==> config.mk <==
export PLATFORM = sky130hd
export DESIGN_NAME = algo_nr1w_ref_flat
export DESIGN_NICKNAME = d
export VERILOG_FILES = /design/src/rtl/algo_ref_pkg.sv /design/src/rtl/algo_nr1w_ref_if.sv /design/src/rtl/algo_ref_dly.sv /design/src/rtl/algo_nr1w_ref.sv /design/src/flat_wrapper.sv
export SDC_FILE = /design/constraint.sdc
export NUM_CORES = 1
export LEC_CHECK = 0
export CAP_MARGIN = 10
export CORE_ASPECT_RATIO = 0.9
export CORE_MARGIN = 5
export CORE_UTILIZATION = 45
export CTS_BUF_LIST = sky130_fd_sc_hd__clkbuf_16
export CTS_CLUSTER_DIAMETER = 120
export CTS_CLUSTER_SIZE = 10
export DETAILED_ROUTE_END_ITERATION = 10
export GPL_ROUTABILITY_DRIVEN = 0
export PLACE_DENSITY = 0.63
export SLEW_MARGIN = 0
export SYNTH_ARGS = -nofsm -noshare
export SYNTH_HDL_FRONTEND = slang
export SYNTH_HIERARCHICAL = 1
export SYNTH_SLANG_ARGS = --single-unit
export TNS_END_PERCENT = 5
==> constraint.sdc <==
create_clock -name clk -period 6.45 [get_ports clk]
set_clock_uncertainty 0.2 [all_clocks]
set_input_delay 0.9675 -clock clk [delete_from_list [all_inputs] [get_ports clk]]
set_output_delay 0.9675 -clock clk [all_outputs]
set_load 0.05 [all_outputs]
==> src/rtl/algo_ref_pkg.sv <==
// algo_ref_pkg: shared types and address helpers for the NR1W reference model
package algo_ref_pkg;

    typedef enum logic {INIT, READY} state_t;

    function automatic int addr_bank(int addr, int nrow);
        return addr / nrow;
    endfunction

    function automatic int addr_row(int addr, int nrow);
        return addr % nrow;
    endfunction

    function automatic int pack_padr(int bank, int row, int bitvrow);
        return (bank << bitvrow) | row;
    endfunction

endpackage

==> src/rtl/algo_nr1w_ref_if.sv <==
// algo_nr1w_ref_if: read/write/inject bus of the NR1W reference memory
interface algo_nr1w_ref_if #(
    parameter int NUMRDPT = 2,
    parameter int WIDTH   = 4,
    parameter int BITADDR = 4,
    parameter int BITVBNK = 2,
    parameter int BITVROW = 2,
    parameter int BITPADR = BITVBNK + 1 + BITVROW
);
    logic                       ready;
    logic [NUMRDPT-1:0]         read;
    logic [NUMRDPT*BITADDR-1:0] rd_adr;
    logic [NUMRDPT-1:0]         read_vld;
    logic [NUMRDPT*WIDTH-1:0]   read_dout;
    logic [NUMRDPT-1:0]         read_serr;
    logic [NUMRDPT-1:0]         read_derr;
    logic [NUMRDPT*BITPADR-1:0] read_padr;
    logic                       write;
    logic [BITADDR-1:0]         wr_adr;
    logic [WIDTH-1:0]           din;
    logic                       inject;
    logic [BITVBNK:0]           inj_bank;
    logic [BITVROW-1:0]         inj_row;

    modport master (
        input  ready, read_vld, read_dout, read_serr, read_derr, read_padr,
        output read, rd_adr, write, wr_adr, din, inject, inj_bank, inj_row
    );

    modport slave (
        output ready, read_vld, read_dout, read_serr, read_derr, read_padr,
        input  read, rd_adr, write, wr_adr, din, inject, inj_bank, inj_row
    );
endinterface

==> src/rtl/algo_ref_dly.sv <==
// algo_ref_dly: DEPTH-stage valid+payload delay line with async clear
module algo_ref_dly #(
    parameter int DEPTH = 1,
    parameter int W     = 1
) (
    input  logic         clk,
    input  logic         rst,
    input  logic         vld_i,
    input  logic [W-1:0] dat_i,
    output logic         vld_o,
    output logic [W-1:0] dat_o
);
    logic [DEPTH-1:0] vld_q;
    logic [W-1:0]     dat_q [DEPTH];

    // shift valid and payload one stage per cycle; reset drops everything in flight
    always_ff @(posedge clk or posedge rst) begin
        if (rst) begin
            vld_q <= '0;
            for (int i = 0; i < DEPTH; i++) dat_q[i] <= '0;
        end else begin
            vld_q[0] <= vld_i;
            dat_q[0] <= dat_i;
            for (int i = 1; i < DEPTH; i++) begin
                vld_q[i] <= vld_q[i-1];
                dat_q[i] <= dat_q[i-1];
            end
        end
    end

    assign vld_o = vld_q[DEPTH-1];
    assign dat_o = dat_q[DEPTH-1];
endmodule

==> src/rtl/algo_nr1w_ref.sv <==
// algo_nr1w_ref: multi-read / single-write reference memory with error map and init sweep
module algo_nr1w_ref import algo_ref_pkg::*; #(
    parameter int NUMRDPT     = 2,
    parameter int WIDTH       = 4,
    parameter int NUMADDR     = 16,
    parameter int BITADDR     = 4,
    parameter int NUMVBNK     = 4,
    parameter int BITVBNK     = 2,
    parameter int NUMVROW     = 4,
    parameter int BITVROW     = 2,
    parameter int MEM_DELAY   = 1,
    parameter int RDWR_BYPASS = 0,
    parameter int BITPADR     = BITVBNK + 1 + BITVROW
) (
    input logic clk,
    input logic rst,
    algo_nr1w_ref_if.slave bus
);
    localparam int PW = WIDTH + 2 + BITPADR;

    state_t             state_q;
    logic [BITADDR-1:0] cnt_q;
    logic [WIDTH-1:0]   mem_q [NUMADDR];
    logic [NUMVBNK:0]   err_q [NUMVROW];
    logic               active;
    logic               wr_ok;
    logic               inj_ok;
    logic [BITVBNK-1:0] wr_bank;
    logic [BITVROW-1:0] wr_row;

    assign active  = state_q == READY;
    assign bus.ready = active;
    assign wr_ok   = active && bus.write && int'(bus.wr_adr) < NUMADDR;
    assign inj_ok  = active && bus.inject && int'(bus.inj_bank) <= NUMVBNK;
    assign wr_bank = BITVBNK'(addr_bank(int'(bus.wr_adr), NUMVROW));
    assign wr_row  = BITVROW'(addr_row(int'(bus.wr_adr), NUMVROW));

    // init sweep counter; leaves INIT after the last address has been cleared
    always_ff @(posedge clk or posedge rst) begin
        if (rst) begin
            state_q <= INIT;
            cnt_q   <= '0;
        end else begin
            state_q <= (!active && int'(cnt_q) == NUMADDR - 1) ? READY : state_q;
            cnt_q   <= active ? cnt_q : cnt_q + 1'b1;
        end
    end

    // storage: zero during the sweep, then writes clear and injections set error bits (inject last so it wins)
    always_ff @(posedge clk) begin
        if (!active) begin
            mem_q[cnt_q] <= '0;
            if (int'(cnt_q) < NUMVROW) err_q[BITVROW'(cnt_q)] <= '0;
        end else begin
            if (wr_ok) begin
                mem_q[bus.wr_adr]          <= bus.din;
                err_q[wr_row][{1'b0, wr_bank}] <= 1'b0;
                err_q[wr_row][NUMVBNK]     <= 1'b0;
            end
            if (inj_ok) err_q[bus.inj_row][bus.inj_bank] <= 1'b1;
        end
    end

    for (genvar p = 0; p < NUMRDPT; p++) begin : g_rd
        logic [BITADDR-1:0] a;
        logic [BITVBNK-1:0] b;
        logic [BITVROW-1:0] r;
        logic [NUMVBNK:0]   e;
        logic [BITVBNK:0]   lo;
        logic [WIDTH-1:0]   dat;
        logic               take;
        logic               vld;
        logic [PW-1:0]      pay_d;
        logic [PW-1:0]      pay_q;

        assign a    = bus.rd_adr[p*BITADDR +: BITADDR];
        assign take = active && bus.read[p];

        // read lookup against the pre-write error map; lowest flagged bank wins the physical address
        always_comb begin
            b   = BITVBNK'(addr_bank(int'(a), NUMVROW));
            r   = BITVROW'(addr_row(int'(a), NUMVROW));
            e   = err_q[r];
            lo  = {1'b0, b};
            for (int k = NUMVBNK; k >= 0; k--) if (e[k]) lo = (BITVBNK+1)'(k);
            dat = (RDWR_BYPASS != 0 && wr_ok && bus.wr_adr == a) ? bus.din : mem_q[a];
            pay_d = (take && int'(a) < NUMADDR)
                  ? {dat, |e, $countones(e) > 1, BITPADR'(pack_padr(int'(lo), int'(r), BITVROW))}
                  : '0;
        end

        algo_ref_dly #(.DEPTH(MEM_DELAY), .W(PW)) u_dly (
            .clk   (clk),
            .rst   (rst),
            .vld_i (take),
            .dat_i (pay_d),
            .vld_o (vld),
            .dat_o (pay_q)
        );

        assign bus.read_vld[p] = vld;
        assign {bus.read_dout[p*WIDTH +: WIDTH], bus.read_serr[p], bus.read_derr[p],
                bus.read_padr[p*BITPADR +: BITPADR]} = pay_q;
    end
endmodule
==> src/flat_wrapper.sv <==
// flat-port wrapper written by rule: the top's interface ports become plain ports
module algo_nr1w_ref_flat import algo_ref_pkg::*;
#(
    parameter int NUMRDPT     = 2,
    parameter int WIDTH       = 4,
    parameter int NUMADDR     = 16,
    parameter int BITADDR     = 4,
    parameter int NUMVBNK     = 4,
    parameter int BITVBNK     = 2,
    parameter int NUMVROW     = 4,
    parameter int BITVROW     = 2,
    parameter int MEM_DELAY   = 1,
    parameter int RDWR_BYPASS = 0,
    parameter int BITPADR     = BITVBNK + 1 + BITVROW
)
  (clk, rst, bus_ready, bus_read_vld, bus_read_dout, bus_read_serr, bus_read_derr, bus_read_padr, bus_read, bus_rd_adr, bus_write, bus_wr_adr, bus_din, bus_inject, bus_inj_bank, bus_inj_row);
  algo_nr1w_ref_if #(.NUMRDPT(NUMRDPT), .WIDTH(WIDTH), .BITADDR(BITADDR), .BITVBNK(BITVBNK), .BITVROW(BITVROW), .BITPADR(BITPADR)) bus_i ();
  input logic clk;
  input logic rst;
  output wire logic [$bits(bus_i.ready)-1:0] bus_ready;
  output wire logic [$bits(bus_i.read_vld)-1:0] bus_read_vld;
  output wire logic [$bits(bus_i.read_dout)-1:0] bus_read_dout;
  output wire logic [$bits(bus_i.read_serr)-1:0] bus_read_serr;
  output wire logic [$bits(bus_i.read_derr)-1:0] bus_read_derr;
  output wire logic [$bits(bus_i.read_padr)-1:0] bus_read_padr;
  input wire logic [$bits(bus_i.read)-1:0] bus_read;
  input wire logic [$bits(bus_i.rd_adr)-1:0] bus_rd_adr;
  input wire logic [$bits(bus_i.write)-1:0] bus_write;
  input wire logic [$bits(bus_i.wr_adr)-1:0] bus_wr_adr;
  input wire logic [$bits(bus_i.din)-1:0] bus_din;
  input wire logic [$bits(bus_i.inject)-1:0] bus_inject;
  input wire logic [$bits(bus_i.inj_bank)-1:0] bus_inj_bank;
  input wire logic [$bits(bus_i.inj_row)-1:0] bus_inj_row;
  assign bus_ready = bus_i.ready;
  assign bus_read_vld = bus_i.read_vld;
  assign bus_read_dout = bus_i.read_dout;
  assign bus_read_serr = bus_i.read_serr;
  assign bus_read_derr = bus_i.read_derr;
  assign bus_read_padr = bus_i.read_padr;
  assign bus_i.read = bus_read;
  assign bus_i.rd_adr = bus_rd_adr;
  assign bus_i.write = bus_write;
  assign bus_i.wr_adr = bus_wr_adr;
  assign bus_i.din = bus_din;
  assign bus_i.inject = bus_inject;
  assign bus_i.inj_bank = bus_inj_bank;
  assign bus_i.inj_row = bus_inj_row;
  algo_nr1w_ref #(.NUMRDPT(NUMRDPT), .WIDTH(WIDTH), .NUMADDR(NUMADDR), .BITADDR(BITADDR), .NUMVBNK(NUMVBNK), .BITVBNK(BITVBNK), .NUMVROW(NUMVROW), .BITVROW(BITVROW), .MEM_DELAY(MEM_DELAY), .RDWR_BYPASS(RDWR_BYPASS), .BITPADR(BITPADR)) u_core (.clk(clk), .rst(rst), .bus(bus_i));
endmodule
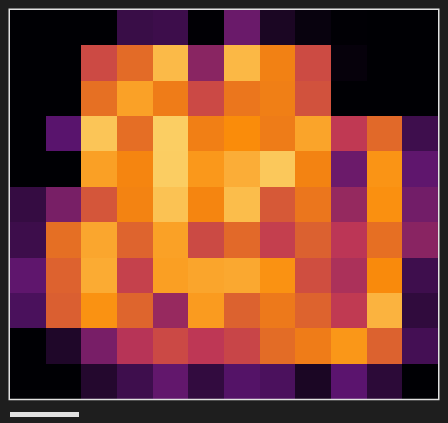
Fig. 1. Cell density map (run 1).
The bar under the picture is 20 µm long. The die is cut into 12 by 11 equal tiles; black is low, pale yellow is high, 0 to 100% covered.
tiles over 75% full: 21%
emptiest ninth of the die: upper right
densest ninth of the die: centre

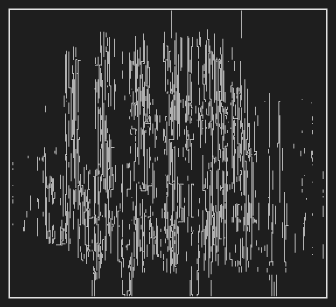
Fig. 2. The metal 2 layer (run 1).
longest straight run: 44.4 µm
nets with wire on the layer: 395
wire length on this layer: 5400 µm
share of all routed wire: 44%

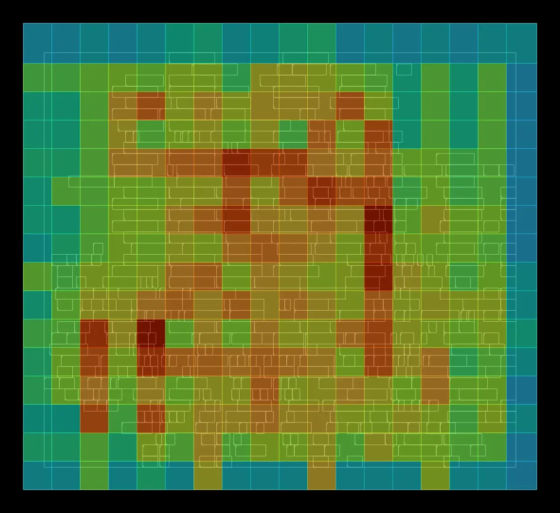
Fig. 3. Routing congestion (run 1).
GR Util All Layers: 0.182
met3 usage: 0.0628
GRT busiest layer: met2
Core Util, Final: 0.564
WL per Instance: 20.7 µm

==> results_slide.txt, run 1 <==
Synthesis and Place & Route Summary

STA
  – Pins over their slew limit: 0
  – Final hold violations: 0
  – Final WS setup: 2.85 ns

Synthesis
  – Ys cells: 366
  – Distinct cells, synth: 52
  – Mapped Area: 5330 µm²

Layout
  – Register area: 3050 µm²
  – Syn-to-layout area delta: 22.2%
  – Layout Cells excl Fill: 587
  – Logic inverters: 14
  – Combinational fraction of the cell area: 0.323
  – Final nets: 452
  – Design Area, Final: 6500 µm²
  – Clock-cell share: 0.0894
  – Multi-input gate area: 2100 µm²

Clocking
  – Post-CTS Setup Bufs: 0
  – CTS clock-pin slew for the worst setup and hold paths: 0.05 ns
  – Hold-fix buffers at CTS: 0
  – Clock tree sinks: 113

Worst setup path
  – Crit-path cells: clkdlybuf4s50_1 -> mux4_2 -> fa_1 -> ha_1 -> a211oi_1 -> nor2_1
  – CP max stage delay: 1.09 ns
  – Family with the most delay on the worst path: buffers and inverters
  – Critical path origin: bus_rd_adr[1]
  – CP bufs+invs: 1
  – Reg2Reg Setup Slack: 3.79 ns
  – WP data required: 6.52 ns

Pwr
  – Clk pwr share: 0.437
  – Pwr top: the clock network
  – Power Density: 310 nW/µm²

Run status
  – Status: finished, final reports clean

Placement
  – Pre-CTS setup slack: 2.43 ns
  – Placed Area: 5920 µm²

Floorplan
  – Io pins: 52
  – DIE HEIGHT: 113 µm

Worst hold path
  – Worst Hold Path EP: u_core/err_q[1][3]

Routing
  – Post-route DRC: 0
  – Via count: 3449
  – DR pass1 iterations: 5
  – DR iter-0 viols: 250

Global route
  – Global route overflow: 0
==> run 1: cells in the final DEF, fill, tap and decap left out, types with 12 or more instances in the layout <==
master / netlist / routed
inv_1: 12 / 15
dfxtp_1: 20 / 20
nor2_1: 27 / 27
o21ai_0: 40 / 40
edfxtp_1: 64 / 64
dfrtp_1: 29 / 29
clkdlybuf4s50_1: 0 / 51
mux2i_1: 12 / 12
mux4_2: 37 / 37
clkbuf_16: 0 / 21
==> run 1: synthesized netlist by cell type, types with 5 or more instances <==
cell type and n:
nand3_1 6, nand2_1 7, nor2b_1 8, ha_1 5, a31oi_1 6, mux4_2 37, a211oi_1 11, nor2_1 27
and3_1 9, buf_2 7, mux2i_1 12, dfxtp_1 20, dfrtp_1 29, edfxtp_1 64, inv_1 12, o21ai_0 40
==> run 1: metal layers <==
| metal | part of all wire | GRT usage |
|---|---|---|
| met3 | 0.092 | 0.0628 |
| met5 | 0 | 0 |
| met2 | 0.44 | 0.264 |
| met4 | 0.0095 | 0.0570 |
| met1 | 0.45 | 0.259 |
==> run 1: logic make-up (layout without fill, tap and decap cells) <==
kind of cell | after synthesis | after routing | synth area share
buf+inv | 34 | 99 | 0.0331
mux | 53 | 53 | 0.196
flops | 113 | 113 | 0.572
fa+ha+maj | 7 | 7 | 0.0193
xor+xnor | 3 | 3 | 0.00494
compound gates | 78 | 78 | 0.0947
simple gates | 78 | 78 | 0.0797
==> run 1: registers in the layout (all words and copies together), names as in the netlist <==
register	count
u_core/err_q	20
u_core/bus.ready	1
u_core/g_rd.u_dly/vld_o	2
u_core/mem_q	64
u_core/cnt_q	4
u_core/g_rd.u_dly/dat_o	22
==> run 2, diff against run 1 <==
- PLACE_DENSITY: 0.63 -> 0.66
- clock period: 6.45 -> 3.23 ns (I/O delays scaled with it)
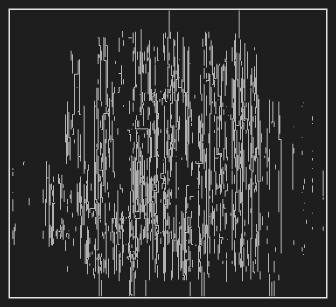
Fig. 4. The metal 2 layer (run 2).
main direction: vertical
wire length on this layer: 5560 µm
share of all routed wire: 45%
longest straight run: 44.9 µm

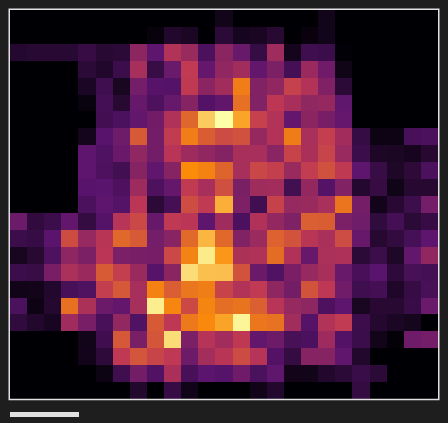
Fig. 5. Wire density map (run 2).
The bar under the picture is 20 µm long. The die is cut into 25 by 23 equal tiles; black is low, pale yellow is high, scaled to the fullest tile. Values are wire area over tile area, all layers added.
emptiest ninth of the die: upper left
tiles over half the peak: 17%
mean over tiles: 0.14
nearly empty tiles: 25%
drt total wl: 12300 µm
via count: 3533

==> run 2 against run 1 <==
Synthesized area unchanged. Final cell count increased by 1.9%. Clock power increased by 100%. Die area unchanged. Global-route usage increased by 0.12 points. Critical path type unchanged. Critical endpoint unchanged. Highest routed layer unchanged.
==> results_slide.txt, run 2 <==
Synthesis and Place & Route Summary

Run status
  – Status: finished, final reports clean

Placement
  – Pre-CTS setup slack: 0.0550 ns (-2.38 ns)
  – Placed Area: 6010 µm² (+1.4%)

STA
  – Pins over their slew limit: 0 (unchanged)
  – Final hold violations: 0 (unchanged)
  – Final WS setup: 0.468 ns (-2.38 ns)

Worst setup path
  – CP bufs+invs: 1 (unchanged)
  – Crit-path cells: clkdlybuf4s50_1 -> mux4_2 -> fa_1 -> ha_1 -> a211oi_1 -> nor2_1
  – WP data required: 3.30 ns (-3.22 ns)
  – CP max stage delay: 0.64 ns (-0.45 ns)

Routing
  – DR iter-0 viols: 367 (+47%)
  – DR top layer: met4
  – DR pass1 iterations: 5 (unchanged)
  – WL per Instance: 20.6 µm (-0.23%)
  – Met1 WL: 5660 µm (+2.6%)
  – Post-route DRC: 0 (unchanged)

Clocking
  – Post-CTS Setup Bufs: 0 (unchanged)
  – CTS clock-pin slew for the worst setup and hold paths: 0.05 ns (about the same)
  – Hold-fix buffers at CTS: 0 (unchanged)

Synthesis
  – Mapped Area: 5330 µm² (unchanged)
  – Yosys top cell by instances: edfxtp_1
  – Top post-synthesis cells by count: edfxtp_1, o21ai_0, mux4_2
  – Distinct cells, synth: 52 (unchanged)

Global route
  – Global route overflow: 0 (unchanged)
  – GRT busiest layer: met2
  – GR Util All Layers: 0.183 (+0.00124)

Pwr
  – Power Density: 616 nW/µm² (+99%)

Layout
  – Final nets: 463 (+2.4%)
  – Max FFs per register: 64 (unchanged)
  – Largest Register: u_core/mem_q
  – Most frequent cells in the layout: edfxtp_1, clkdlybuf4s50_1, o21ai_0
  – Syn-to-layout area delta: 23.5%

Floorplan
  – DIE HEIGHT: 113 µm (unchanged)
  – Io pins: 52 (unchanged)
-- run 2: cell count changes in the layout (fill, tap and decap cells not counted), sizes merged --
cell	previous run	this run
clkbuf	21	17
bufinv	0	2
clkinv	6	7
buf	2	13
inv	18	13
clkinvlp	1	7
-- run 2: area by class of cell --
type,instances,area (µm²),area share
Sequential cell,113,3050,0.463
Multi-Input combinational cell,219,2100,0.319
Timing Repair Buffer,64,608,0.0925
Clock buffer,17,425,0.0647
Tap cell,156,195,0.0297
Clock inverter,15,145,0.0221
Inverter,14,53.8,0.00818
-- run 2: logic make-up after synthesis --
group | share of synthesized area
AND/OR/NAND/NOR | 0.0797
multiplexers | 0.196
AND-OR/OR-AND | 0.0947
flip-flops | 0.572
XOR/XNOR | 0.00494
buffers and inverters | 0.0331
adder cells (fa/ha/maj) | 0.0193
-- run 2: final timing paths --
path                               startpoint                       endpoint  slack, ns  cells past startpoint
max                             bus_rd_adr[0]  u_core/g_rd[0].u_dly/dat_o[5]       0.47                      6
min                                       rst                u_core/cnt_q[0]       0.27                      2
max reg2reg                  u_core/bus.ready             u_core/mem_q[3][3]       0.93                      3
min reg2reg                u_core/err_q[0][3]             u_core/err_q[0][3]       0.31                      2
max in group asynchronous                 rst  u_core/g_rd[1].u_dly/dat_o[9]       2.15                      2
min in group clk           u_core/err_q[0][3]             u_core/err_q[0][3]       0.31                      2
-- run 2: through the flow --
step,cells,utilization,hold slack (ns)
global placement,566,0.521,0.292
floorplan,366,-,0.0630
detailed placement,566,0.521,0.308
global route,598,0.570,0.284
CTS,598,0.570,0.250
finish,598,0.570,0.266
-- run 2: report_power, final --
group          switching (W)  leakage, nW  internal (W)
sequential         0.0000515         1.20       0.00161
clock               0.000641        0.260       0.00112
combinational       0.000368         1.01      0.000260
total                0.00106         2.47       0.00299
==> run 3, diff against run 2 <==
- SKIP_CTS_REPAIR_TIMING: not set -> 1
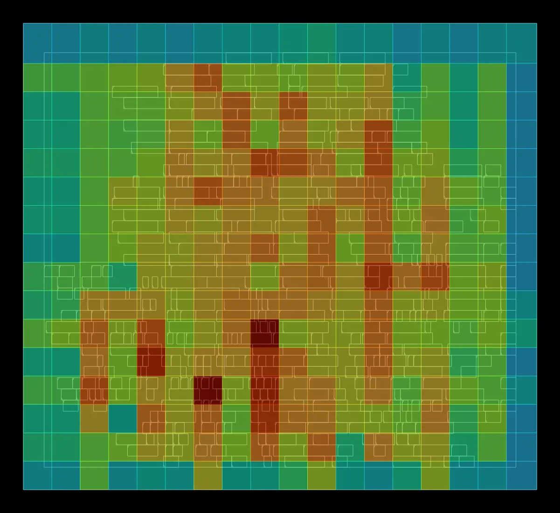
Fig. 6. Routing congestion (run 3).
met3 usage: 0.0448
Core Util, Final: 0.570

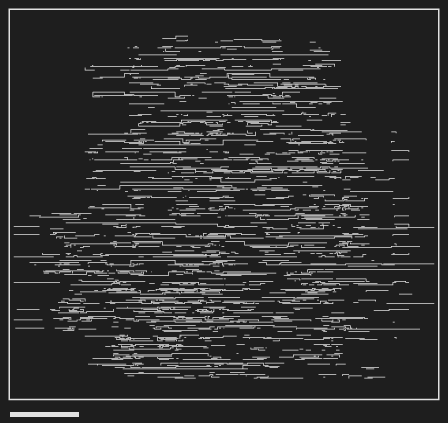
Fig. 7. Met1 routing (run 3).
The bar under the picture is 20 µm long.
wire length on this layer: 5660 µm
share of all routed wire: 46%
longest straight run: 36.3 µm
main direction: horizontal
nets with wire on the layer: 422

==> run 3 against run 2 <==
Core utilization is the same. First-iteration DRC count is the same. Hold slack is the same. Synthesized area is the same. Sequential share of layout area is the same. Global-route usage is the same. Via count is the same. Fmax is the same. Worst setup slack is the same. Highest routed layer unchanged.
==> results_slide.txt, run 3 <==
Synthesis and Place & Route Summary

Run status
  – Status: finished, final reports clean

Synthesis
  – Distinct cells, synth: 52 (unchanged)
  – Yosys top cell by instances: edfxtp_1
  – Mapped Area: 5330 µm² (unchanged)
  – Mux area share: 0.196 (unchanged)

Global route
  – GR Util All Layers: 0.183 (unchanged)
  – Global route overflow: 0 (unchanged)

Placement
  – Placed insts: 566 (unchanged)
  – Pre-CTS setup slack: 0.0550 ns (unchanged)
  – Placed Area: 6010 µm² (unchanged)

Pwr
  – Power Density: 616 nW/µm² (unchanged)
  – Sequential Power: 0.00166 W (about the same)
  – Clk pwr share: 0.435 (about the same)
  – Clk pwr: 0.00176 W (about the same)
  – Net Sw Frac: 0.262 (unchanged)
  – Pwr top: the clock network
  – Comb group: 0.000627 W (about the same)
  – Internal power: 0.00299 W (unchanged)

Routing
  – DR top layer: met4
  – Post-route DRC: 0 (unchanged)
  – WL per Instance: 20.6 µm (unchanged)

Layout
  – Final nets: 463 (unchanged)

STA
  – Hold_ws: 0.266 ns (unchanged)
  – Pins over their slew limit: 0 (unchanged)

Worst setup path
  – Crit-path cells: clkdlybuf4s50_1 -> mux4_2 -> fa_1 -> ha_1 -> a211oi_1 -> nor2_1
-- run 3: cell counts after synthesis --
No cell type changed its count.
-- run 3: routing by layer --
metal | track usage | vias to the layer above
met5 | 0 | -
met4 | 0.0570 | 0
met3 | 0.0448 | 17
met2 | 0.277 | 167
met1 | 0.263 | 1776
li1 | - | 1573
-- run 3: path summary, 6_finish.rpt --
check | to | startpoint | slack (ns) | depth (start not counted)
worst max-delay path | u_core/g_rd[0].u_dly/dat_o[5] | bus_rd_adr[0] | 0.47 | 6
worst min-delay path | u_core/cnt_q[0] | rst | 0.27 | 2
worst max register to register | u_core/mem_q[3][3] | u_core/bus.ready | 0.93 | 3
worst min register to register | u_core/err_q[0][3] | u_core/err_q[0][3] | 0.31 | 2
max in group asynchronous | u_core/g_rd[1].u_dly/dat_o[9] | rst | 2.15 | 2
min in group clk | u_core/err_q[0][3] | u_core/err_q[0][3] | 0.31 | 2
-- run 3: area by class of cell --
| cell class | count | area [µm²] | area share |
|---|---|---|---|
| flip-flops and latches | 113 | 3050 | 0.463 |
| inverters | 14 | 53.8 | 0.00818 |
| multi-input cells | 219 | 2100 | 0.319 |
| clock inverters | 15 | 145 | 0.0221 |
| clock buffers | 17 | 425 | 0.0647 |
| well taps | 156 | 195 | 0.0297 |
| repair buffers | 64 | 608 | 0.0925 |
-- run 3: worst max-delay path: cells and delay by family --
| kind | cells | cell delay, ns |
|---|---|---|
| adder cells (fa/ha/maj) | 2 | 0.78 |
| buffers and inverters | 1 | 0.64 |
| multiplexers | 1 | 0.62 |
| AND-OR/OR-AND | 1 | 0.25 |
| AND/OR/NAND/NOR | 1 | 0.06 |
Power figures rest on the tool's default switching activity, not on a simulated workload.
